$ cat src/rtl/fib_request_arbiter_pkg.sv
// fib_request_arbiter_pkg
// Shared FSM state type and default sizing for the Fibonacci request arbiter.
package fib_request_arbiter_pkg;

    localparam int NUM_REQ_DEF     = 4;   // requesters sharing one generator
    localparam int DATA_W_DEF      = 16;  // operand/result width
    localparam int TIMEOUT_CYC_DEF = 64;  // watchdog limit in WAIT cycles

    typedef enum logic [1:0] {
        ST_IDLE  = 2'd0,
        ST_START = 2'd1,
        ST_WAIT  = 2'd2,
        ST_RESP  = 2'd3
    } arb_state_e;

endpackage

$ cat src/rtl/fib_request_arbiter_rr_pick.sv
// fib_request_arbiter_rr_pick
// Combinational round-robin picker: starting at rr_ptr_i and wrapping modulo
// NUM_REQ, returns the first asserted request as one-hot plus its index.
module fib_request_arbiter_rr_pick #(
    parameter int NUM_REQ = 4,
    parameter int IDX_W   = $clog2(NUM_REQ)
) (
    input  logic [NUM_REQ-1:0] req_i,
    input  logic [IDX_W-1:0]   rr_ptr_i,
    output logic [NUM_REQ-1:0] grant_o,
    output logic [IDX_W-1:0]   index_o,
    output logic               any_o
);

    // Walk the ring from rr_ptr_i; the first requester found wins.
    always_comb begin
        logic [IDX_W:0]   sum;
        logic [IDX_W-1:0] cand;
        logic             found;
        // NOTE: every output and temporary gets a default before any
        // conditional assignment, so no path leaves a value held (no latch).
        grant_o = '0;
        index_o = '0;
        found   = 1'b0;
        sum     = '0;
        cand    = '0;
        for (int k = 0; k < NUM_REQ; k++) begin
            // rr_ptr_i and k are both below NUM_REQ, so one subtraction wraps.
            sum = {1'b0, rr_ptr_i} + (IDX_W+1)'(k);
            if (sum >= (IDX_W+1)'(NUM_REQ)) begin
                sum = sum - (IDX_W+1)'(NUM_REQ);
            end
            cand = sum[IDX_W-1:0];
            if (!found && req_i[cand]) begin
                found         = 1'b1;
                index_o       = cand;
                grant_o[cand] = 1'b1;
            end
        end
        any_o = found;
    end

endmodule

$ cat src/rtl/fib_request_arbiter.sv
// fib_request_arbiter
// Shares one Fibonacci generator among NUM_REQ requesters. A round-robin pick
// in IDLE latches one operand, START pulses the generator, WAIT captures the
// result on a rising gen_done, RESP returns it to the granted requester.
// Optional feature: define FIB_ARB_TIMEOUT_EN to add a WAIT watchdog that
// ends the transaction after TIMEOUT_CYC cycles with an all-ones result.
module fib_request_arbiter
    import fib_request_arbiter_pkg::*;
#(
    parameter int NUM_REQ     = NUM_REQ_DEF,
    parameter int DATA_W      = DATA_W_DEF,
    parameter int TIMEOUT_CYC = TIMEOUT_CYC_DEF
) (
    input  logic                      clk,
    input  logic                      reset,
    input  logic [NUM_REQ-1:0]        req,
    input  logic [NUM_REQ*DATA_W-1:0] req_number,
    output logic [NUM_REQ-1:0]        grant,
    output logic [NUM_REQ-1:0]        rsp_valid,
    output logic [DATA_W-1:0]         rsp_data,
    output logic                      gen_start,
    output logic [DATA_W-1:0]         gen_number_in,
    input  logic                      gen_done,
    input  logic [DATA_W-1:0]         gen_number_out,
    output logic                      busy,
    output logic                      timeout_err
);

    localparam int IDX_W = $clog2(NUM_REQ);

    arb_state_e          state_q;
    logic [IDX_W-1:0]    idx_q;
    logic [IDX_W-1:0]    rr_ptr_q;
    logic [NUM_REQ-1:0]  grant_q;
    logic [NUM_REQ-1:0]  rsp_valid_q;
    logic [DATA_W-1:0]   rsp_data_q;
    logic                gen_start_q;
    logic [DATA_W-1:0]   operand_q;
    logic                busy_q;
    logic                done_prev_q;

`ifdef FIB_ARB_TIMEOUT_EN
    localparam int CNT_W = $clog2(TIMEOUT_CYC + 1);
    logic [CNT_W-1:0]    wait_cnt_q;
    logic                timeout_err_q;
`endif

    logic [NUM_REQ-1:0]  pick_onehot;
    logic [IDX_W-1:0]    pick_idx;
    logic                pick_any;
    logic [DATA_W-1:0]   pick_operand;
    logic [NUM_REQ-1:0]  idx_onehot;
    logic                done_rise;

    fib_request_arbiter_rr_pick #(
        .NUM_REQ (NUM_REQ),
        .IDX_W   (IDX_W)
    ) u_rr_pick (
        .req_i    (req),
        .rr_ptr_i (rr_ptr_q),
        .grant_o  (pick_onehot),
        .index_o  (pick_idx),
        .any_o    (pick_any)
    );

    // Select the winning requester's operand slice from the flattened bus.
    always_comb begin
        pick_operand = '0;
        for (int i = 0; i < NUM_REQ; i++) begin
            if (pick_idx == IDX_W'(i)) begin
                pick_operand = req_number[i*DATA_W +: DATA_W];
            end
        end
    end

    assign idx_onehot = NUM_REQ'(1) << idx_q;
    // Only a 0->1 transition counts, so a level left high from a previous
    // transaction cannot complete the current one.
    assign done_rise  = gen_done & ~done_prev_q;

    // Arbitration FSM; every output is a register updated here.
    always_ff @(posedge clk) begin
        if (reset) begin
            state_q     <= ST_IDLE;
            idx_q       <= '0;
            rr_ptr_q    <= '0;
            grant_q     <= '0;
            rsp_valid_q <= '0;
            rsp_data_q  <= '0;
            gen_start_q <= 1'b0;
            operand_q   <= '0;
            busy_q      <= 1'b0;
            done_prev_q <= 1'b0;
`ifdef FIB_ARB_TIMEOUT_EN
            wait_cnt_q    <= '0;
            timeout_err_q <= 1'b0;
`endif
        end else begin
            // NOTE: non-blocking assignments throughout, so every register
            // samples pre-edge values regardless of statement order.
            done_prev_q <= gen_done;
            // Pulse outputs default low and are raised only for their cycle.
            grant_q     <= '0;
            gen_start_q <= 1'b0;
            rsp_valid_q <= '0;
`ifdef FIB_ARB_TIMEOUT_EN
            timeout_err_q <= 1'b0;
`endif
            case (state_q)
                ST_IDLE: begin
                    if (pick_any) begin
                        grant_q     <= pick_onehot;
                        idx_q       <= pick_idx;
                        operand_q   <= pick_operand;
                        gen_start_q <= 1'b1;
                        busy_q      <= 1'b1;
                        state_q     <= ST_START;
                    end
                end
                ST_START: begin
`ifdef FIB_ARB_TIMEOUT_EN
                    wait_cnt_q <= '0;
`endif
                    state_q <= ST_WAIT;
                end
                ST_WAIT: begin
                    if (done_rise) begin
                        rsp_data_q  <= gen_number_out;
                        rsp_valid_q <= idx_onehot;
                        state_q     <= ST_RESP;
                    end
`ifdef FIB_ARB_TIMEOUT_EN
                    else if (wait_cnt_q == CNT_W'(TIMEOUT_CYC - 1)) begin
                        rsp_data_q    <= '1;
                        rsp_valid_q   <= idx_onehot;
                        timeout_err_q <= 1'b1;
                        state_q       <= ST_RESP;
                    end else begin
                        wait_cnt_q <= wait_cnt_q + CNT_W'(1);
                    end
`endif
                end
                ST_RESP: begin
                    rsp_data_q <= '0;
                    operand_q  <= '0;
                    busy_q     <= 1'b0;
                    rr_ptr_q   <= (idx_q == IDX_W'(NUM_REQ - 1)) ? '0 : idx_q + IDX_W'(1);
                    state_q    <= ST_IDLE;
                end
                default: state_q <= ST_IDLE;
            endcase
        end
    end

    assign grant         = grant_q;
    assign rsp_valid     = rsp_valid_q;
    assign rsp_data      = rsp_data_q;
    assign gen_start     = gen_start_q;
    assign gen_number_in = operand_q;
    assign busy          = busy_q;
`ifdef FIB_ARB_TIMEOUT_EN
    assign timeout_err   = timeout_err_q;
`else
    assign timeout_err   = 1'b0;
`endif

endmodule
$ cat config.mk
export PLATFORM = sky130hd
export DESIGN_NAME = fib_request_arbiter
export DESIGN_NICKNAME = d
export VERILOG_FILES = /design/src/rtl/fib_request_arbiter_pkg.sv /design/src/rtl/fib_request_arbiter_rr_pick.sv /design/src/rtl/fib_request_arbiter.sv
export SDC_FILE = /design/constraint.sdc
export NUM_CORES = 1
export LEC_CHECK = 0
export CAP_MARGIN = 10
export CORE_MARGIN = 2
export CORE_UTILIZATION = 30
export CTS_BUF_LIST = sky130_fd_sc_hd__clkbuf_8
export CTS_CLUSTER_DIAMETER = 150
export DETAILED_ROUTE_END_ITERATION = 8
export GPL_TIMING_DRIVEN = 0
export REMOVE_ABC_BUFFERS = 1
export SLEW_MARGIN = 20
export SYNTH_ARGS = -nofsm -noshare
export SYNTH_HDL_FRONTEND = slang
export SYNTH_HIERARCHICAL = 1
export SYNTH_SLANG_ARGS = --single-unit
$ cat constraint.sdc
create_clock -name clk -period 8.6 [get_ports clk]
set_clock_uncertainty 0.1 [all_clocks]
set_input_delay 1.72 -clock clk [delete_from_list [all_inputs] [get_ports clk]]
set_output_delay 1.72 -clock clk [all_outputs]
set_load 0.05 [all_outputs]
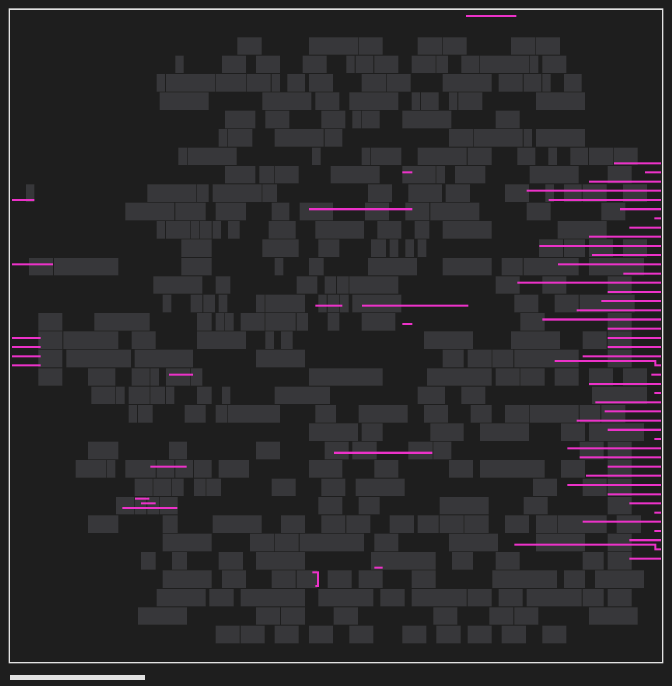
(run_1/layer_met3.png)
Scale bar: 20 um. Cells faint in the background.
nets with wire on the layer: 60
longest straight run: 20.9 um
wire length on this layer: 509 um
main direction: horizontal
met3 usage in global routing: 0.0287
Routed WL: 6970 um
routed vias: 2,227

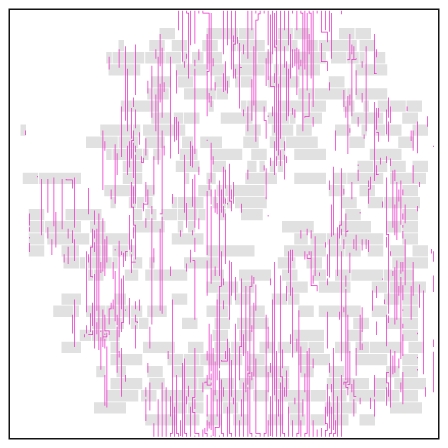
(run_1/layer_met2.png)
Cells faint in the background.
nets with wire on the layer: 371
wire length on this layer: 3,520 um
share of all routed wire: 50%
longest straight run: 30.8 um

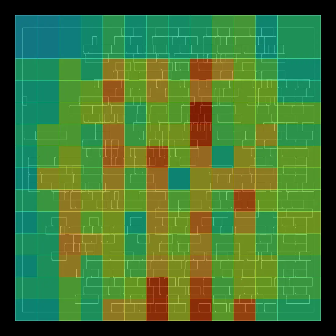
(run_1/congestion.png)
GR Layer Usage met2: 0.262
GRT met1 Usage: 0.177
final core utilization: 0.483

==> notes.md, run 1 <==
run metrics: RR Startpoint=rr_ptr_q[0], Reg-to-Reg End=gen_number_in[15], cell count of the worst reg-to-reg path=9, DR pass1 iterations=4, final net count=439, DPL Wire Length=5300 um, Die H=96.4 um, most common cell in the netlist=dfxtp_1, sequential cell area fraction in the yosys report=0.383, # diodes=0, crit end category=register, ys async rst share=0, Rows=33, largest net degree at the start of global routing=31, yosys cell count=221, Core ar.=8260 sq um, Yosys cell types=41, status=finished clean, initial DRC count=83, Log Warnings=32, P_leak=1.45 nW, via/cell ratio=4.97, DR WL/cell=15.6 um, cell area power density=266 nW/um^2, Netlist Area Pre-Place=2560 sq um, Post-CTS Setup Bufs=0, IO Pins=130, Area after DPL=3880 sq um, worst setup path endpoint=gen_number_in[15], vias in the first global route=2,110, TritonCTS clock tree=yes, HP Class=reg -> reg, Post-Synthesis Cells=221, Gates resized, CTS repair=0, Post-DRT Antenna Nets=0
==> run 1: power breakdown <==
group	leakage, nW	switching, mW	internal [mW]	total (mW)
clock network	0.0574	0.0773	0.0946	0.172
logic	0.988	0.331	0.241	0.571
registers	0.400	0.0370	0.283	0.320
total	1.45	0.445	0.618	1.06
==> run 1: flip-flops by register name (all words and copies together) (netlist names) <==
register and count:
done_prev_q 1, grant 4, gen_start 1, gen_number_in 16, rsp_data 16, state_q 2
idx_q 2, rr_ptr_q 2, busy 1, rsp_valid 4
==> run 1: area by class of cell <==
type | instances | area, sq um | share of cell area
timing repair buffer | 129 | 1290 | 0.322
inverter | 6 | 22.5 | 0.00564
clock buffer | 6 | 82.6 | 0.0207
sequential | 49 | 981 | 0.246
tap | 105 | 131 | 0.0329
multi-input combinational | 151 | 1450 | 0.363
clock inverter | 2 | 37.5 | 0.00940
==> run 1: worst min-delay path by stage <==
stage	start	end	slack, ns	cells after the start
CTS	gen_number_in[1]	gen_number_in[1]	0.39	1
finish	gen_number_in[12]	gen_number_in[12]	0.38	1
global route	gen_number_in[1]	gen_number_in[1]	0.39	1
global placement	gen_number_in[15]	gen_number_in[15]	0.36	1
floorplan	idx_q[0]	rsp_valid[2]	0.36	1
detailed placement	gen_number_in[1]	gen_number_in[1]	0.36	1
==> run 1: routing by layer <==
metal / global-route usage / wire, um / vias to the layer above
li1: - / - / 1088
met1: 0.177 / 2860 / 1060
met2: 0.262 / 3520 / 73
met3: 0.0287 / 509 / 6
met4: 0.0387 / 84 / 0
met5: 0 / 0 / -
==> run 1: cell families (layout without fill, tap and decap cells) <==
| group | count (synthesis) | after routing | share of synthesized area |
|---|---|---|---|
| flops | 49 | 49 | 0.383 |
| other cells | 1 | 1 | 0.00146 |
| fa+ha+maj | 10 | 10 | 0.0488 |
| mux | 25 | 25 | 0.209 |
| compound gates | 57 | 57 | 0.179 |
| simple gates | 58 | 58 | 0.123 |
| buf+inv | 21 | 143 | 0.0571 |
==> run 1: critical path, stage by stage <==
cell and delay (ns):
clkdlybuf4s50_1 0.48, mux4_1 0.64, nor2b_1 0.15, nor2_1 0.07, o31ai_4 0.49, buf_6 0.26
mux4_1 0.57, a22o_1 0.24
==> run 1: cell usage in the layout (no fill, tap or decap), types with 2 or more instances in the layout <==
master	n
clkdlybuf4s50_1	127
dfxtp_1	49
nor2_1	28
a22oi_1	19
a22o_1	16
mux4_2	11
ha_1	10
mux4_1	9
a21oi_1	6
clkbuf_8	6
inv_1	5
a22oi_2	5
o21ai_0	5
nor3_1	4
nand2_1	4
mux2i_1	4
and2_1	4
nand2b_1	3
nor2b_1	3
nor4_1	2
nand3_1	2
==> run_1/clk_routes.png <==
Scale bar: 20 um.
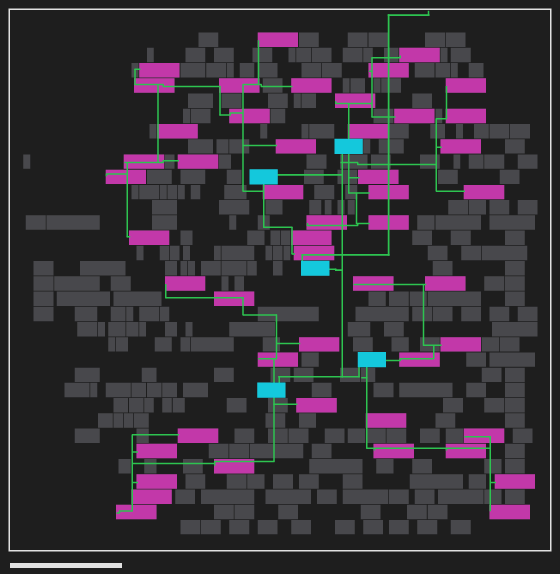

==> run 2: changes to the inputs <==
Settings changed: PLACE_DENSITY from default to 0.66.
Clock period 8.6 ns to 3.96 ns, I/O delays scaled along.
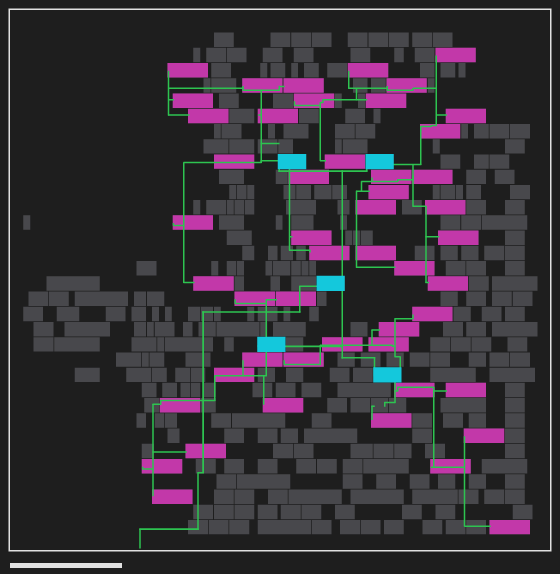
(run_2/clk_routes.png)
Scale bar: 20 um.
[clock drivers] cyan | count: 5
[flip-flops] magenta | count: 49
[clock wires] green | length: 597 um
routed clock nets: 6

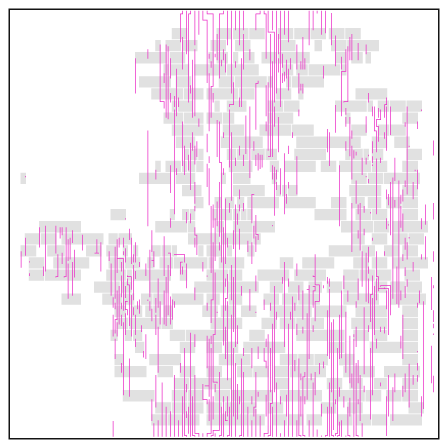
(run_2/layer_met2.png)
Cells faint in the background.
share of all routed wire: 50%
nets with wire on the layer: 391
routed vias: 2,257
Routed WL: 6670 um
GR Layer Usage met2: 0.252

==> notes.md, run 2 <==
run metrics: Gates resized, CTS repair=0 (unchanged), via/cell ratio=5.04 (was 4.97), FF/Latch Area=981 sq um (unchanged), final net count=439 (unchanged), Worst Hold Depth=1 (unchanged), DR WL/cell=14.9 um (was 15.6 um), cell area power density=565 nW/um^2 (was 266 nW/um^2), ys async rst share=0 (unchanged), vias in the first global route=2,172 (was 2,110), Rows=33 (unchanged), Core ar.=8260 sq um (unchanged), Yosys cell types=41 (unchanged), most frequent cells in the layout=clkdlybuf4s50_1, dfxtp_1, nor2_1, a22oi_1, a22o_1 (unchanged), status=finished clean (unchanged), # diodes=0 (unchanged), most frequent logic cell in the layout=clkdlybuf4s50_1 (unchanged), DPL Wire Length=5170 um (was 5300 um), Reg-to-Reg End=gen_number_in[15] (unchanged), slowest stage cell, crit path=dfxtp_1 (was mux4_1), sequential cell area fraction in the yosys report=0.383 (unchanged), Netlist Area Pre-Place=2560 sq um (unchanged), cell count of the worst reg-to-reg path=8 (was 9), Slowest Stage Delay on Critical Path=0.74 ns (was 0.64 ns), Post-CTS Setup Bufs=0 (unchanged), DR pass1 iterations=5 (was 4), Post-Synthesis Cells=221 (unchanged), Log Warnings=32 (unchanged), IO Pins=130 (unchanged), TritonCTS clock tree=yes (unchanged)
[run 2: cell counts after synthesis]
Identical to the previous run, type by type.
[run 2: layout make-up]
class,count,area share
Clock inverter,3,0.00631
Multi-Input combinational cell,151,0.366
Tap cell,105,0.0331
Sequential cell,49,0.247
Clock buffer,5,0.0174
Inverter,6,0.00568
Timing Repair Buffer,129,0.325
[run 2: worst reg2reg max path, stage by stage, from the launching register on]
cell	delay [ns]
dfxtp_1	0.74
inv_1	0.15
ha_1	0.41
mux4_2	0.46
nand2b_1	0.19
o221ai_1	0.15
a32o_1	0.71
mux4_1	0.43
a22o_1	0.25
[run 2: per-stage QoR]
step                cells   util
floorplan             206      -
global placement      439  0.467
detailed placement    440  0.470
CTS                   448  0.481
global route          448  0.480
finish                448  0.480
[run 2: per-layer routing]
layer / vias to the layer above / track usage / wire, um
li1: 1090 / - / -
met1: 1081 / 0.161 / 2670
met2: 74 / 0.252 / 3340
met3: 12 / 0.0380 / 511
met4: 0 / 0.0528 / 149
met5: - / 0 / 0
[run 2: how the worst max path moves through the flow]
stage | start | end | slack (ns) | cells after the start
after global routing | rr_ptr_q[0] | gen_number_in[15] | 0.06 | 7
final | rr_ptr_q[0] | gen_number_in[15] | 0.27 | 8
after global placement | req[0] | gen_number_in[15] | -1.95 | 7
after CTS | rr_ptr_q[0] | gen_number_in[15] | 0.24 | 8
after detailed placement | req[3] | gen_number_in[15] | 0.07 | 6
after floorplan | req[0] | gen_number_in[15] | -0.64 | 6
[run 2: kinds of logic after synthesis]
family	count (synthesis)	share of synthesized area
other cells	1	0.00146
fa+ha+maj	10	0.0488
simple gates	58	0.123
buf+inv	21	0.0571
mux	25	0.209
compound gates	57	0.179
flops	49	0.383
[run 2: power breakdown]
group	switching [mW]	total (mW)	internal [mW]
Clock	0.175	0.303	0.128
Sequential	0.0782	0.692	0.613
Combinational	0.722	1.25	0.524
Total	0.975	2.24	1.26
No activity file was given, so power comes from the tool's default toggle rates.
